`config.mk`:
```
export PLATFORM = sky130hd
export DESIGN_NAME = fork_router
export DESIGN_NICKNAME = d
export VERILOG_FILES = /design/src/rtl/fork_router.sv
export SDC_FILE = /design/constraint.sdc
export NUM_CORES = 1
export LEC_CHECK = 0
export ABC_AREA = 1
export CORE_UTILIZATION = 22
export DETAILED_ROUTE_END_ITERATION = 10
export PLACE_DENSITY = 0.86
export SYNTH_ARGS = -nofsm -noshare
export SYNTH_HDL_FRONTEND = slang
export SYNTH_SLANG_ARGS = --single-unit
```
`constraint.sdc`:
```
create_clock -name clk -period 3.4 [get_ports clk]
set_clock_uncertainty 0.2 [all_clocks]
set_input_delay 0.68 -clock clk [delete_from_list [all_inputs] [get_ports clk]]
set_output_delay 0.68 -clock clk [all_outputs]
set_load 0.05 [all_outputs]
```
`src/rtl/fork_router.sv`:
```
// fork_router: single-source, multi-destination flit fork.
// The selected input feeds a first-word-fall-through ring buffer. The head flit is
// offered to every masked output. It is popped once all masked outputs have taken it.
`ifndef DW
`define DW 8
`endif

module fork_router #(
  parameter logic [4:0] input_sel        = 5'b10000,
  parameter logic [4:0] output_mask      = 5'b00000,
  parameter int         buffer_depth_log = 2
) (
  input  logic                  clk,
  input  logic                  rstn,
  input  logic [4:0][`DW-1:0]   data_i,
  input  logic [4:0]            valid_i,
  output logic [4:0]            ready_o,
  output logic [4:0][`DW-1:0]   data_o,
  output logic [4:0]            valid_o,
  input  logic [4:0]            ready_i
);

  localparam int AW    = buffer_depth_log;
  localparam int CW    = buffer_depth_log + 1;
  localparam int DEPTH = 1 << buffer_depth_log;

  logic [`DW-1:0] mem_q [DEPTH];
  logic [AW-1:0]  rd_ptr_q, rd_ptr_d, wr_ptr_q, wr_ptr_d;
  logic [CW-1:0]  count_q, count_d;
  logic [4:0]     done_q, done_d;

  logic [`DW-1:0] in_data, head;
  logic           in_valid, full, empty, wr_en, pop;
  logic [4:0]     hs, served;

  // Pick the one selected input; every other port's data/valid is masked away.
  always_comb begin
    in_data  = '0;
    in_valid = 1'b0;
    for (int i = 0; i < 5; i++) begin
      if (input_sel[i]) begin
        in_data  = in_data | data_i[i];
        in_valid = in_valid | valid_i[i];
      end
    end
  end

  assign full  = (count_q == CW'(DEPTH));
  assign empty = (count_q == '0);
  assign head  = mem_q[rd_ptr_q];

  // rstn gates ready directly so nothing looks acceptable while reset is held.
  assign ready_o = input_sel & {5{rstn & ~full}};
  // No bypass: a full buffer refuses the write even when it pops this cycle.
  assign wr_en   = in_valid & ~full;

  // valid_o is built only from registered state, never from ready_i.
  assign valid_o = output_mask & ~done_q & {5{~empty}};
  assign hs      = valid_o & ready_i;
  assign served  = done_q | hs;
  // With an empty mask, the reduction is trivially true, so the head drains one per cycle.
  assign pop     = ~empty & (&(served | ~output_mask));

  // Unmasked outputs are tied to zero; masked outputs show the head flit.
  always_comb begin
    for (int i = 0; i < 5; i++) begin
      data_o[i] = output_mask[i] ? head : '0;
    end
  end

  // Next-state for pointers, occupancy and the per-output "already taken" flags.
  always_comb begin
    wr_ptr_d = wr_en ? wr_ptr_q + 1'b1 : wr_ptr_q;
    rd_ptr_d = pop   ? rd_ptr_q + 1'b1 : rd_ptr_q;
    count_d  = count_q;
    case ({wr_en, pop})
      2'b10:   count_d = count_q + 1'b1;
      2'b01:   count_d = count_q - 1'b1;
      default: count_d = count_q;
    endcase
    done_d = pop ? 5'b00000 : (done_q | hs);
  end

  // Control state: async reset drops all buffered flits and partial delivery state.
  always_ff @(posedge clk or negedge rstn) begin
    if (!rstn) begin
      rd_ptr_q <= '0;
      wr_ptr_q <= '0;
      count_q  <= '0;
      done_q   <= '0;
    end else begin
      rd_ptr_q <= rd_ptr_d;
      wr_ptr_q <= wr_ptr_d;
      count_q  <= count_d;
      done_q   <= done_d;
    end
  end

  // Flit storage, deliberately unreset: contents only matter once written.
  always_ff @(posedge clk) begin
    if (wr_en) mem_q[wr_ptr_q] <= in_data;
  end

endmodule

```
### Clock nets, run 1

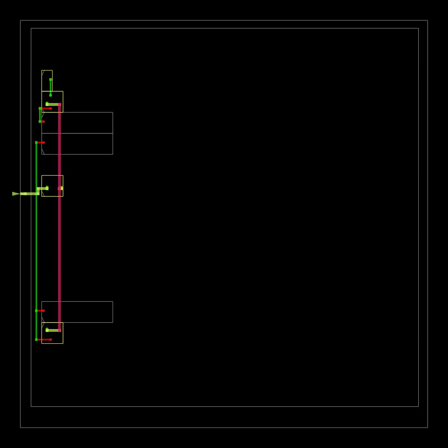
CTS Sinks: 3
clk_lat worst skew: 0.24 ns
CLK BUF: 4
Clock Power: 0.0641 mW

### Metal 3, run 1

Scale: 10 px per um. Cells faint in the background.
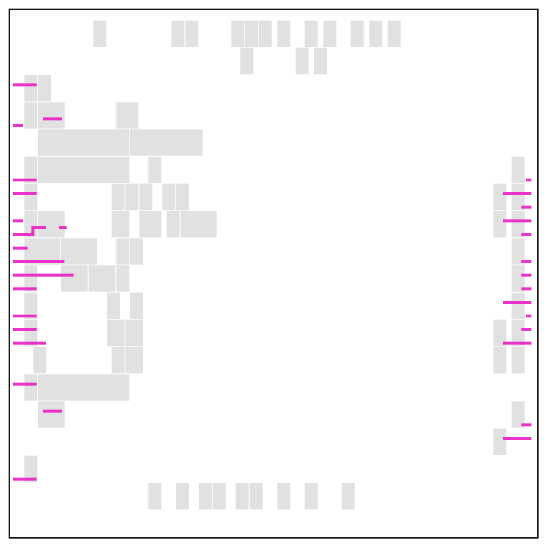
wire length on this layer: 57.7 um
main direction: horizontal
longest straight run: 5.80 um
routed via count: 307
grt met3 use: 0%
Detailed Route WL: 495 um

### Placed cells, one colour a class, run 1

Scale: 12 px per um.
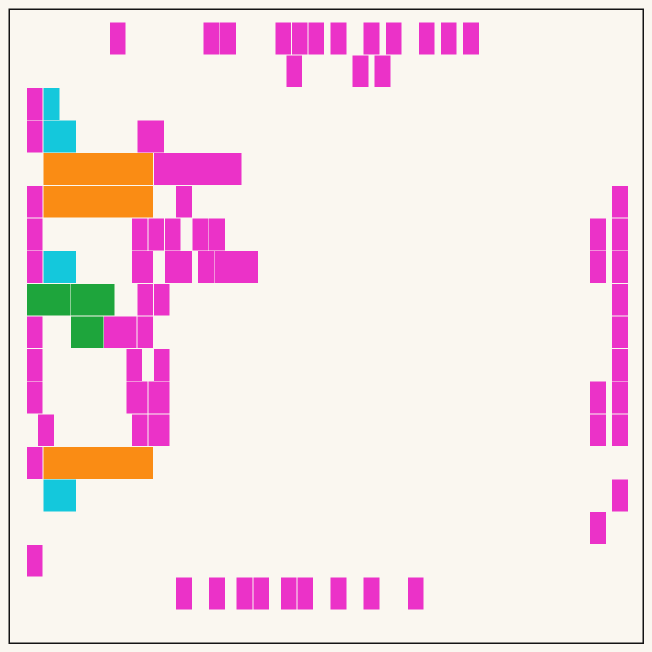
| class | colour | cells | share of their area |
|---|---|---|---|
| all other logic | magenta | 71 | 70% |
| flops | orange | 3 | 17% |
| clock drivers and dummy loads | cyan | 4 | 6.1% |
| other buffers and delay cells | green | 3 | 6.4% |
Finished Cell Area: 469 sq um
flop share of the area: 16.0%
final core utilization: 19.1%
row count: 18
Core Footprint: 0.00245 sq mm

### Pin map, run 1

Scale: 8 px per um. Pins as bars across the die edge, other pins in grey.
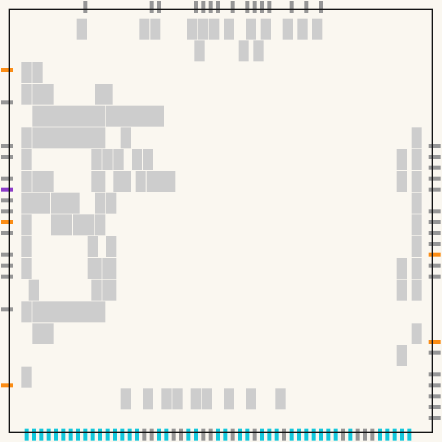
| port | colour | pins | direction | edge |
|---|---|---|---|---|
| clk | purple | 1 | input | west |
| data_i | cyan | 40 | input | south |
| ready_o | orange | 5 | output | 3 west, 2 east |
all pins by edge: 53 south, 19 east, 15 west, 15 north

==> GITHUB_STEP_SUMMARY, run 1 <==
### Metrics collected by this job

| Metric | Value |
|---|---|
| Pre-CTS setup slack | 0.867 ns |
| Final net count | 135 |
| Initial core utilization | 23.0% |
| Fill cells | 285 |
| CTS tree | built |
| RSZ-0062 raised after global routing | false |
| Setup Buffers After CTS | 0 |
| Metal2 WL | 285 um |
| Routed WL per cell | 4.46 um |
| CP required | 2.52 ns |
| Crit end category | output port |
| Syn Inst Count | roughly 75 |
| Status | complete, no violations |
| Vias in the first global route | 202 |
| Cells on worst reg2reg path | 7 |
| YS chip area | 566 sq um |
| Final setup margin | 0.874 ns |
| Tool warnings | 75 |
| Chip area | around 0.0028 sq mm |
| DRC Markers | 0 |
| Syn_area_per_cell | 7.54 sq um |
| Sw power | about 0.24 mW |
| Total power | between 0.3 and 0.4 mW |
| RePlAce Congestion | roughly 0.61 |
| Cell Area, Placed | 443 sq um |
| Startpoint types | input port |
| Gr ovfl total | 0 |
| Number of synthesized register bits | 3 |
| Metal3 WL | 57 um |
| GRT Overall Usage | under 10% |
| Number of instances in the placed design | 107 |
| Setup TNS Final | 0 ns |
| Pwr/cell area | 835 mW/mm^2 |
| Worst-path fanout max | 4 |
| Top cells by area | buf_4, dfrtp_1, nand2_1 |
| Sw frac | approximately three fifths |
| Fin Hold WS | 0.382 ns |
| Worst hold stages | 3 |
| Final hold violation count | 0 |
| Maximum Capacitance Violations | 0 |
| Fin crit share | 74.3% |
| Clock transition at the registers of the reported paths | ~0.040 ns |
| Post-CTS Resized | 0 |
| Unique cell types | 13 |
| Clk pwr share | 16.4% |
| Die width | 52.7 um |
| Share of cells above drive strength 1 | about 7.4% |
| Final HPWL DP | 465 um |
| ANT nets after route | 0 |
| Clock Tree Buf Depth | 2 |
| 1st-pass router iterations | 1 |
| DR iter-0 viols | 0 |
| Internal | 0.151 mW |
| Combinational share of power | 63.3% |
| First-pass GRT wire length | 717 um |
| Cell taking the most area after synthesis | buf_4 |
| Layout area overhead | -17.0% |
| Max Fclk | 396 MHz |
| Min Tclk post-route | approximately 2.5 ns |
| Synthesized area | about 570 sq um |
| Worst reg2reg setup slack | 1.65 ns |
| Pin count of the biggest net entering global routing | 6 |
| Root Buffer | clkbuf_4 |
| Flop pwr share | 20.4% |
| Class of the worst hold path | reg2reg |
| Post-synthesis cell type with the largest instance count | buf_4 |
| Reg with most FFs | count_q |
| VDD IR max | approximately 0.33 mV |
| Port bufs | 3 |
| Commonest cells post-synth | buf_4, nand2_1, dfrtp_1, inv_1, a21oi_1 |
| Synth Seq Share | around an eighth |
| Met1 WL | about 120 um |
| Vias per std cell | 2.77 |
| Num CTS Buffers | 3 |
| Final Setup Violations | 0 |
| Largest register FFs | 3 |
| Initial antenna violation count | 0 |
| Slew Viols, Final | 0 |
| Yosys Instances | around 75 |
| YS warnings | 0 |
| Static leakage | 0.293 nW |
| Crit Path Category | in2out |
| Commonest flop | dfrtp_1 |
| Crit path DAT | about 1.7 ns |
| Die Y | 52.7 um |
| Number of enable flip-flop cells | 0 |
| Share of flip-flops with an asynchronous set or reset | 100% |
| Hold-fix buffers, CTS | 0 |
| Top sig layer | met4 |
| Largest registers | count_q (3) |
| Fin cells | approximately 110 |
| N_diodes | 0 |
| Dominant cell area share | between 60% and 70% |
| Top Ports | a little over 100 |
| H-tree depth | 1 |
==> run 1: critical path: stages <==
cell and delay, ns:
clkdlybuf4s50_1 0.54, a21boi_0 0.20, buf_4 0.22
==> run 1: cells by family after synthesis <==
family                   Yosys count  share of synthesized area [%]
flip-flops                         3                           13.3
adder cells (fa/ha/maj)            1                           3.54
buffers and inverters             52                           67.0
AND/OR/NAND/NOR                   14                           11.5
AND-OR/OR-AND                      4                           3.98
other                              1                          0.663
==> run 1: final cells by class <==
class | count | area, sq um | area share, %
clock buffer | 4 | 26.3 | 5.60
inverter | 3 | 11.3 | 2.40
multi-input combinational | 68 | 292 | 62.1
sequential | 3 | 75.1 | 16.0
tap | 30 | 37.5 | 8.00
timing repair buffer | 3 | 27.5 | 5.87
==> run 1: placed cells by master, fill, tap and decap left out, drive strengths merged <==
cell and n:
a21boi 1, a21oi 2, buf 1, clkbuf 4
clkdlybuf4s50 2, conb 49, dfrtp 3, fa 1
inv 3, nand2 10, nand3 2, nand4 1
nor2 1, o21ai 1
==> run 1: power by group through the flow <==
stage	Sequential [mW]	Combinational (mW)	Clock (mW)
after floorplan	0.0771	0.263	0
after global placement	0.0790	0.240	0
after detailed placement	0.0810	0.249	0
after CTS	0.0804	0.250	0.0677
after global routing	0.0836	0.272	0.0694
final	0.0797	0.248	0.0641
==> run 1: final timing paths <==
check                      startpoint         end
setup / recovery                 rstn  ready_o[4]
hold / removal             count_q[2]  count_q[2]
setup reg to reg           count_q[0]  count_q[2]
hold reg to reg            count_q[2]  count_q[2]
max in group asynchronous        rstn  count_q[1]
min in group asynchronous        rstn  count_q[0]
==> run 1: per-layer routing <==
layer	vias to the layer above	global-route usage [%]
li1	146	-
met1	126	1.88
met2	32	8.44
met3	3	0
met4	0	6.58
met5	-	0
==> run 2: changes to the inputs <==
--- a/config.mk
+++ b/config.mk
@@ -6,9 +6,9 @@
 export NUM_CORES = 1
 export LEC_CHECK = 0
 export ABC_AREA = 1
-export CORE_UTILIZATION = 22
+export CORE_UTILIZATION = 18
 export DETAILED_ROUTE_END_ITERATION = 10
-export PLACE_DENSITY = 0.86
+export PLACE_DENSITY = 0.75
 export SYNTH_ARGS = -nofsm -noshare
 export SYNTH_HDL_FRONTEND = slang
 export SYNTH_SLANG_ARGS = --single-unit
==> constraint.sdc (replaced) <==
create_clock -name clk -period 2.2 [get_ports clk]
set_clock_uncertainty 0.2 [all_clocks]
set_input_delay 0.44 -clock clk [delete_from_list [all_inputs] [get_ports clk]]
set_output_delay 0.44 -clock clk [all_outputs]
set_load 0.05 [all_outputs]
==> run 2 against run 1 <==
Against the previous run: the run now ends with design-rule violations left; power increased by 60%; final cell count increased by 13%; sequential power increased by 58%; area after synthesis unchanged; cell area increased by 9.1%; flip-flop count unchanged; global-route usage decreased by 0.60 points; clock power increased by 42%; first-iteration DRC count increased by 15; critical endpoint is now count_q[2].
==> GITHUB_STEP_SUMMARY, run 2 <==
### Metrics collected by this job

| Metric | Value |
|---|---|
| Final net count | 137 (+1.5%) |
| Num CTS Buffers | 3 (unchanged) |
| Vias in the first global route | 199 (-1.5%) |
| N_diodes | 0 (unchanged) |
| Dominant cell area share | 65.0% (unchanged) |
| Hold-fix buffers, CTS | 0 (unchanged) |
| Detailed Route WL | 544 um (+9.9%) |
| Most common logic cells in the final layout | conb_1, nand2_1, inv_1, clkbuf_4, dfrtp_1 |
| Routed WL per cell | 4.35 um (-2.4%) |
| Number of instances in the placed design | 121 (+13%) |
| Die Y | 58.1 um (+10%) |
| Syn Inst Count | 75 (unchanged) |
| DR iter-0 viols | 15 (+15) |
| Final hold violation count | 0 (unchanged) |
| Crit path DAT | 1.88 ns (+0.23 ns) |
| RSZ-0062 raised after global routing | false |
| Clock transition at the registers of the reported paths | 0.03 ns (about the same) |
| Final Setup Violations | 0 (unchanged) |
| Vias per std cell | 2.45 (-11%) |
| Grt met1 use | 2.71% (+0.83 points) |
| Port bufs | 3 (unchanged) |
| Static leakage | 0.307 nW (+4.9%) |
| Pwr/cell area | 1220 mW/mm^2 (+46%) |
| Top cells by area | buf_4, dfrtp_1, nand2_1 |
| Clock Tree Buf Depth | 2 (unchanged) |
| Syn_area_per_cell | 7.54 sq um (unchanged) |
| Gr ovfl total | 0 (unchanged) |
| Maximum Capacitance Violations | 0 (unchanged) |
| Pre-CTS setup slack | -0.00258 ns (-0.870 ns) |
| Class of the worst hold path | in2async |
| Tool warnings | 75 (unchanged) |
| Crit end category | flip-flop |
| Startpoint types | input port |
| Largest register FFs | 3 (unchanged) |
| First-pass GRT wire length | 738 um (+2.9%) |
| YS warnings | 0 (unchanged) |
| Min Tclk post-route | between 1.5 and 2 ns |
| Number of synthesized register bits | 3 (unchanged) |
| Setup Buffers After CTS | 0 (unchanged) |
| CTS Sinks | 3 (unchanged) |
| Share of flip-flops with an asynchronous set or reset | 100% (unchanged) |
| CTS tree | built |
| Chip area | 0.00337 sq mm (+21%) |
| Metal2 WL | 318 um (+12%) |
| Number of enable flip-flop cells | 0 (unchanged) |
| Fin crit share | 90.0% |
| Largest registers | count_q (3) |
| Routed via count | 306 (-0.33%) |
| Post-synthesis mux area share | 0% (unchanged) |
| CP required | 2.10 ns (-0.42 ns) |
| Commonest cells post-synth | buf_4, nand2_1, dfrtp_1, inv_1, a21oi_1 |
| Cell taking the most area after synthesis | buf_4 |
| Grt met3 use | 1.34% (+1.3 points) |
| Final setup margin | 0.219 ns (-0.655 ns) |
| Met1 WL | 176 um (+44%) |
| R2r endpoint | count_q[1] |
| Worst reg2reg setup slack | 0.49 ns (-1.16 ns) |
| Unique cell types | 13 (unchanged) |
| H-tree depth | 1 (unchanged) |
| Most used routing layer in global routing | met4 |
| Cell Area, Placed | 485 sq um (+9.6%) |
| Top sig layer | met3 |
| Share of cells above drive strength 1 | 9.64% (+2.2 points) |
| Post-CTS Resized | 0 (unchanged) |
| Layout area overhead | -9.51% |
| Commonest flop | dfrtp_1 |
| Violated checks | design-rule violations |
| 1st-pass router iterations | 9 (+8) |
| RePlAce Congestion | 0.672 (+9.8%) |
| ANT nets after route | 0 (unchanged) |
| Root Buffer | clkbuf_4 |
| Finished Cell Area | 512 sq um (+9.1%) |
| Status | finished with violations |
| Yosys Instances | 75 (unchanged) |
| Yosys xor share | 0% (unchanged) |
| Cells on worst reg2reg path | 6 (-1) |
| Final HPWL DP | 486 um (+4.6%) |
| Synth Seq Share | 13.3% (unchanged) |
| Core Footprint | 0.00288 sq mm (+17%) |
| Yosys simple share | 11.5% (unchanged) |
| GRT Overall Usage | 3.34% (-0.60 points) |
| Row count | 19 (+1) |
| Metal3 WL | 49 um (-14%) |
| YS chip area | 566 sq um (unchanged) |
| Crit Path Category | in2reg |
| Die width | 58.1 um (+10%) |
| Initial antenna violation count | 0 (unchanged) |
| VDD IR max | 0.501 mV (+53%) |
| Worst-path fanout max | 3 (-1) |
| Top Ports | 102 (unchanged) |
| Adder Area Share | 3.54% (unchanged) |
| Slew Viols, Final | 0 (unchanged) |
| Reg with most FFs | count_q |
| Top cell excl fill/tap | conb_1 |
| DRC Markers | 2 (+2) |
| Pin count of the biggest net entering global routing | 6 (unchanged) |
| Fin cells | 125 (+13%) |
| RR Startpoint | count_q[0] |
| Initial core utilization | 19.7% (-3.4 points) |
| Largest logic family | buffers and inverters |
| Clk_lat worst skew | 0.22 ns (-0.02 ns) |
| Met2 global-route usage | 5.09% (-3.3 points) |
| Area fraction in compound gates | 3.98% (unchanged) |
| Max Fclk | 505 MHz |
| Synthesized area | 566 sq um (unchanged) |
| Post-synthesis cell type with the largest instance count | buf_4 |
## run 2: stage by stage
stage / power (mW) / hold WS, ns / TNS [ns] / util [%]
2_1_floorplan: 0.527 / -0.0556 / 0 / -
3_3_place_gp: 0.522 / 0.382 / 0 / 16.9
3_5_place_dp: 0.538 / 0.404 / -0.00258 / 16.9
4_1_cts: 0.634 / 0.284 / 0 / 17.8
5_1_grt: 0.677 / 0.324 / 0 / 17.8
6_report: 0.626 / 0.288 / 0 / 17.8
## run 2: report_power, final
| group | switching (mW) | leakage (nW) | internal [mW] |
|---|---|---|---|
| combinational | 0.310 | 0.257 | 0.0985 |
| sequential | 0.0392 | 0.0358 | 0.0865 |
| clock | 0.0232 | 0.0150 | 0.0676 |
| total | 0.373 | 0.307 | 0.253 |
## run 2: layout make-up
| cell class | instances | area (sq um) |
|---|---|---|
| clock buffer | 4 | 26.3 |
| fill | 338 | 2360 |
| inverter | 3 | 11.3 |
| multi-input combinational | 68 | 292 |
| sequential | 3 | 75.1 |
| tap | 42 | 52.6 |
| timing repair buffer | 5 | 55.1 |
## run 2: critical path, stage by stage
cell,delay (ns)
clkdlybuf4s50_1,0.50
inv_1,0.09
o21ai_1,0.11
nand2_1,0.09
fa_1,0.38
inv_1,0.10
nand3_1,0.08
nand2_1,0.06
a21oi_1,0.04
## run 2: worst max path at each step
stage / startpoint / slack (ns) / depth (start not counted) / endpoint
after CTS: rstn / 0.21 / 3 / ready_o[4]
after global routing: valid_i[4] / 0.10 / 8 / count_q[2]
after global placement: valid_i[4] / 0.05 / 9 / count_q[2]
after floorplan: count_q[0] / 0.33 / 2 / ready_o[4]
after detailed placement: valid_i[4] / -0.003 / 8 / count_q[2]
final: valid_i[4] / 0.22 / 9 / count_q[2]
### Metal 3, run 2

Scale: 8 px per um. Cells faint in the background.
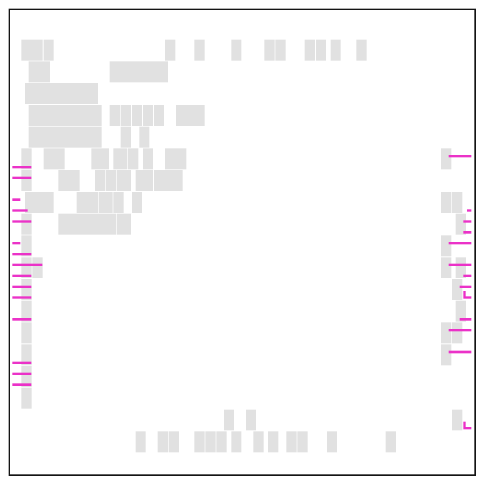
wire length on this layer: 49.2 um
nets with wire on the layer: 28
share of all routed wire: 9.0%
main direction: horizontal
longest straight run: 3.50 um

==> run 3: changes to the inputs <==
--- a/config.mk
+++ b/config.mk
@@ -8,7 +8,8 @@
 export ABC_AREA = 1
 export CORE_UTILIZATION = 18
 export DETAILED_ROUTE_END_ITERATION = 10
-export PLACE_DENSITY = 0.75
+export PLACE_DENSITY_LB_ADDON = 0.08
+export SETUP_SLACK_MARGIN = 0.4
 export SYNTH_ARGS = -nofsm -noshare
 export SYNTH_HDL_FRONTEND = slang
 export SYNTH_SLANG_ARGS = --single-unit
==> run 3 against run 2 <==
Against the previous run: the run still ends with design-rule violations left; non-clock buffer count increased by 4; power grew 13%; synthesized cell count did not move; largest cell class unchanged; largest power group unchanged; highest routed layer unchanged.
==> GITHUB_STEP_SUMMARY, run 3 <==
### Metrics collected by this job

| Metric | Value |
|---|---|
| Vias per std cell | 2.48 (+1.3%) |
| Crit path DAT | 1.09 ns (-0.79 ns) |
| Pwr/cell area | 1250 mW/mm^2 (+2.3%) |
| Area fraction in compound gates | 3.98% (unchanged) |
| Core Footprint | 0.00288 sq mm (unchanged) |
| CTS tree | built |
| Top cells by area | buf_4, dfrtp_1, nand2_1 |
| Layout area overhead | 0.221% |
| Clock Tree Buf Depth | 2 (unchanged) |
| First-pass GRT wire length | 938 um (+27%) |
| Fill cells | 336 (-0.59%) |
| Crit Path Category | reg2out |
| Violated checks | design-rule violations |
| Final hold violation count | 0 (unchanged) |
| Number of synthesized register bits | 3 (unchanged) |
| Gate Area | 317 sq um (+8.6%) |
| Chip area | 0.00337 sq mm (unchanged) |
| Final core utilization | 19.7% (+1.9 points) |
| Tool warnings | 75 (unchanged) |
| CP max stage delay | 0.44 ns (-0.06 ns) |
| Largest registers | count_q (3) |
| DRC Markers | 5 (+3) |
| DR iter-0 viols | 14 (-1) |
| CP required | 1.56 ns (-0.54 ns) |
| Routed via count | 320 (+4.6%) |
| Slew Viols, Final | 0 (unchanged) |
| Sw power | 0.413 mW (+11%) |
| Max Fclk | 579 MHz (+15%) |
| Adder Area Share | 3.54% (unchanged) |
| Worst reg2reg setup slack | 0.50 ns (about the same) |
| Synth Seq Share | 13.3% (unchanged) |
| Pin count of the biggest net entering global routing | 6 (unchanged) |
| Commonest flop | dfrtp_1 |
| Setup TNS Final | 0 ns (unchanged) |
| Initial antenna violation count | 0 (unchanged) |
| N_diodes | 0 (unchanged) |
| Worst path slowest cell | dfrtp_2 |
| Clk_lat worst skew | 0.23 ns (about the same) |
| Final Setup Violations | 0 (unchanged) |
| ANT nets after route | 0 (unchanged) |
| Die Y | 58.1 um (unchanged) |
| Cell Area, Placed | 504 sq um (+3.9%) |
| Share of flip-flops with an asynchronous set or reset | 100% (unchanged) |
| Worst-path fanout max | 4 (+1) |
| Maximum Capacitance Violations | 0 (unchanged) |
| Min Tclk post-route | 1.73 ns (-0.254 ns) |
| Yosys Instances | 75 (unchanged) |
| Internal | 0.295 mW (+17%) |
| CTS Sinks | 3 (unchanged) |
| Seq power | 0.147 mW (+17%) |
| Clk pwr share | 13.6% (-0.9 points) |
| Top Ports | 102 (unchanged) |
| Clock transition at the registers of the reported paths | 0.04 ns (about the same) |
| Clock Power | 0.0966 mW (+6.4%) |
| YS warnings | 0 (unchanged) |
| Commonest cells post-synth | buf_4, nand2_1, dfrtp_1, inv_1, a21oi_1 |
| Fin Hold WS | 0.0257 ns (-0.262 ns) |
| Cell taking the most area after synthesis | buf_4 |
| H-tree depth | 1 (unchanged) |
| Buf/Inv on CP | 1 (-2) |
| Cell Chain, Critical Path | nor2_4, a21boi_4, buf_12 |
| Unique cell types | 13 (unchanged) |
| Top cell excl fill/tap | conb_1 |
| Die width | 58.1 um (unchanged) |
| Final net count | 141 (+2.9%) |
| Row count | 19 (unchanged) |
| YS chip area | 566 sq um (unchanged) |
| Syn_area_per_cell | 7.54 sq um (unchanged) |
| Reg with most FFs | count_q |
| RePlAce Congestion | 0.590 (-12%) |
| Gr ovfl total | 0 (unchanged) |
| Port bufs | 3 (unchanged) |
| Fin crit share | 78.5% (-12 points) |
| Root Buffer | clkbuf_4 |
| GRT Overall Usage | 3.99% (+0.65 points) |
| Syn Inst Count | 75 (unchanged) |
| Detailed Route WL | 633 um (+16%) |
| Status | finished with violations |
| Largest register FFs | 3 (unchanged) |
| Vias in the first global route | 238 (+20%) |
| Class of the worst hold path | in2async |
| Largest logic family | buffers and inverters |
| Finished Cell Area | 567 sq um (+11%) |
| Post-synthesis mux area share | 0% (unchanged) |
| Logic power comb | 0.465 mW (+14%) |
| Top delay family on crit path | flip-flops |
| Yosys simple share | 11.5% (unchanged) |
| Synthesized area | 566 sq um (unchanged) |
| Sw frac | 58.3% (-1.3 points) |
| Most common logic cells in the final layout | conb_1, nand2_1, buf_4, clkbuf_4 |
| Reg area | 77.6 sq um (+3.3%) |
| Post-synthesis cell type with the largest instance count | buf_4 |
| 1st-pass router iterations | 9 (unchanged) |
| Num CTS Buffers | 3 (unchanged) |
| Yosys xor share | 0% (unchanged) |
| Combinational share of power | 65.7% (+0.3 points) |
| Routed WL per cell | 4.91 um (+13%) |
| Crit end category | output port |
| Share of cells above drive strength 1 | 21.8% (+12 points) |
| Number of enable flip-flop cells | 0 (unchanged) |
| Startpoint types | flip-flop |
| RSZ-0062 raised after global routing | false |
| Main power group | combinational logic |
| Flop pwr share | 20.7% (+0.6 points) |
| Dominant cell area share | 65.0% (unchanged) |
| Hold-fix buffers, CTS | 0 (unchanged) |
| Static leakage | 0.334 nW (+8.5%) |
| VDD IR max | 0.237 mV (-53%) |
| Initial core utilization | 19.7% (unchanged) |
| Final HPWL DP | 535 um (+10%) |
==> run 3: cell types whose count changed in the layout (fill, tap and decap cells not counted), moves of 2 or more <==
cell	before	now
clkdlybuf4s50_1	2	0
dfrtp_1	3	1
buf_4	2	6
dfrtp_2	0	2
dlygate4sd2_1	0	2
==> run 3: per-layer routing <==
metal  wire (um)  global-route usage, %  vias up  share of wire (%)
met2         316                   5.42       33                 50
met3          99                   2.23        0                 16
met4           0                   4.08        0                  0
li1            -                      -      154                  -
met1         216                   4.18      133                 34
met5           0                      0        -                  0
==> run 3: through the flow <==
stage / setup slack, ns / cells / power [mW]
6_report: 0.473 / 129 / 0.709
3_3_place_gp: 0.0700 / 123 / 0.555
2_1_floorplan: 0.556 / 123 / 0.532
4_1_cts: 0.422 / 128 / 0.695
3_5_place_dp: 0.0559 / 123 / 0.546
5_1_grt: 0.413 / 129 / 0.761
==> run 3: worst paths after layout <==
| kind | to | startpoint | depth (start not counted) |
|---|---|---|---|
| max | ready_o[4] | count_q[1] | 3 |
| min | count_q[2] | rstn | 2 |
| max reg2reg | count_q[1] | count_q[1] | 6 |
| min reg2reg | count_q[0] | count_q[0] | 2 |
| max in group asynchronous | count_q[0] | rstn | 2 |
| min in group clk | count_q[0] | count_q[0] | 2 |
==> run 3: what timing repair did <==
item / 4_1_cts / 5_1_grt
buffers inserted: 1 / 1
gates resized: 7 / 3
pin swaps: 2 / 1
setup endpoints to repair: 3 / 3
==> run 3: cell type report <==
cell class / instances / share of cell area (%)
inverters: 3 / 1.99
repair buffers: 9 / 14.6
clock buffers: 4 / 4.64
flip-flops and latches: 3 / 13.7
well taps: 42 / 9.27
multi-input cells: 68 / 55.8
### Metal 3, run 3

Scale: 8 px per um. Cells faint in the background.
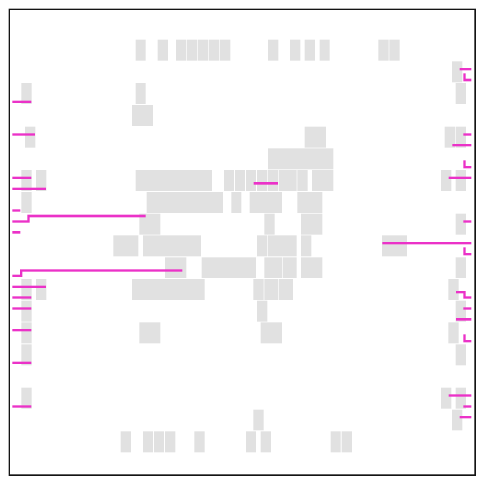
wire length on this layer: 100 um
main direction: horizontal


==> gallery <==
Routed metal per tile.
(a)
Scale: 4 px per um. The die is cut into 11 by 11 equal tiles; dark purple is low, yellow is high, scaled to the fullest tile. Values are wire area over tile area, all layers added.
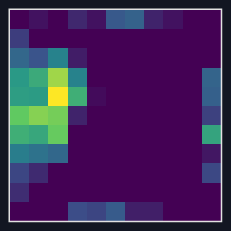
(b)
Scale: 4 px per um. The die is cut into 12 by 12 equal tiles; dark purple is low, yellow is high, scaled to the fullest tile. Values are wire area over tile area, all layers added.
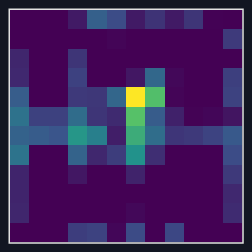
| from | picture |
|---|---|
| run 3 | (b) |
| run 1 | (a) |
The one with the largest die is (b).

Key to (a):
mean over tiles: 0.033
tiles over half the peak: 12%
nearly empty tiles: 63%
densest ninth of the die: west

Power and IR drop assume default switching activity.
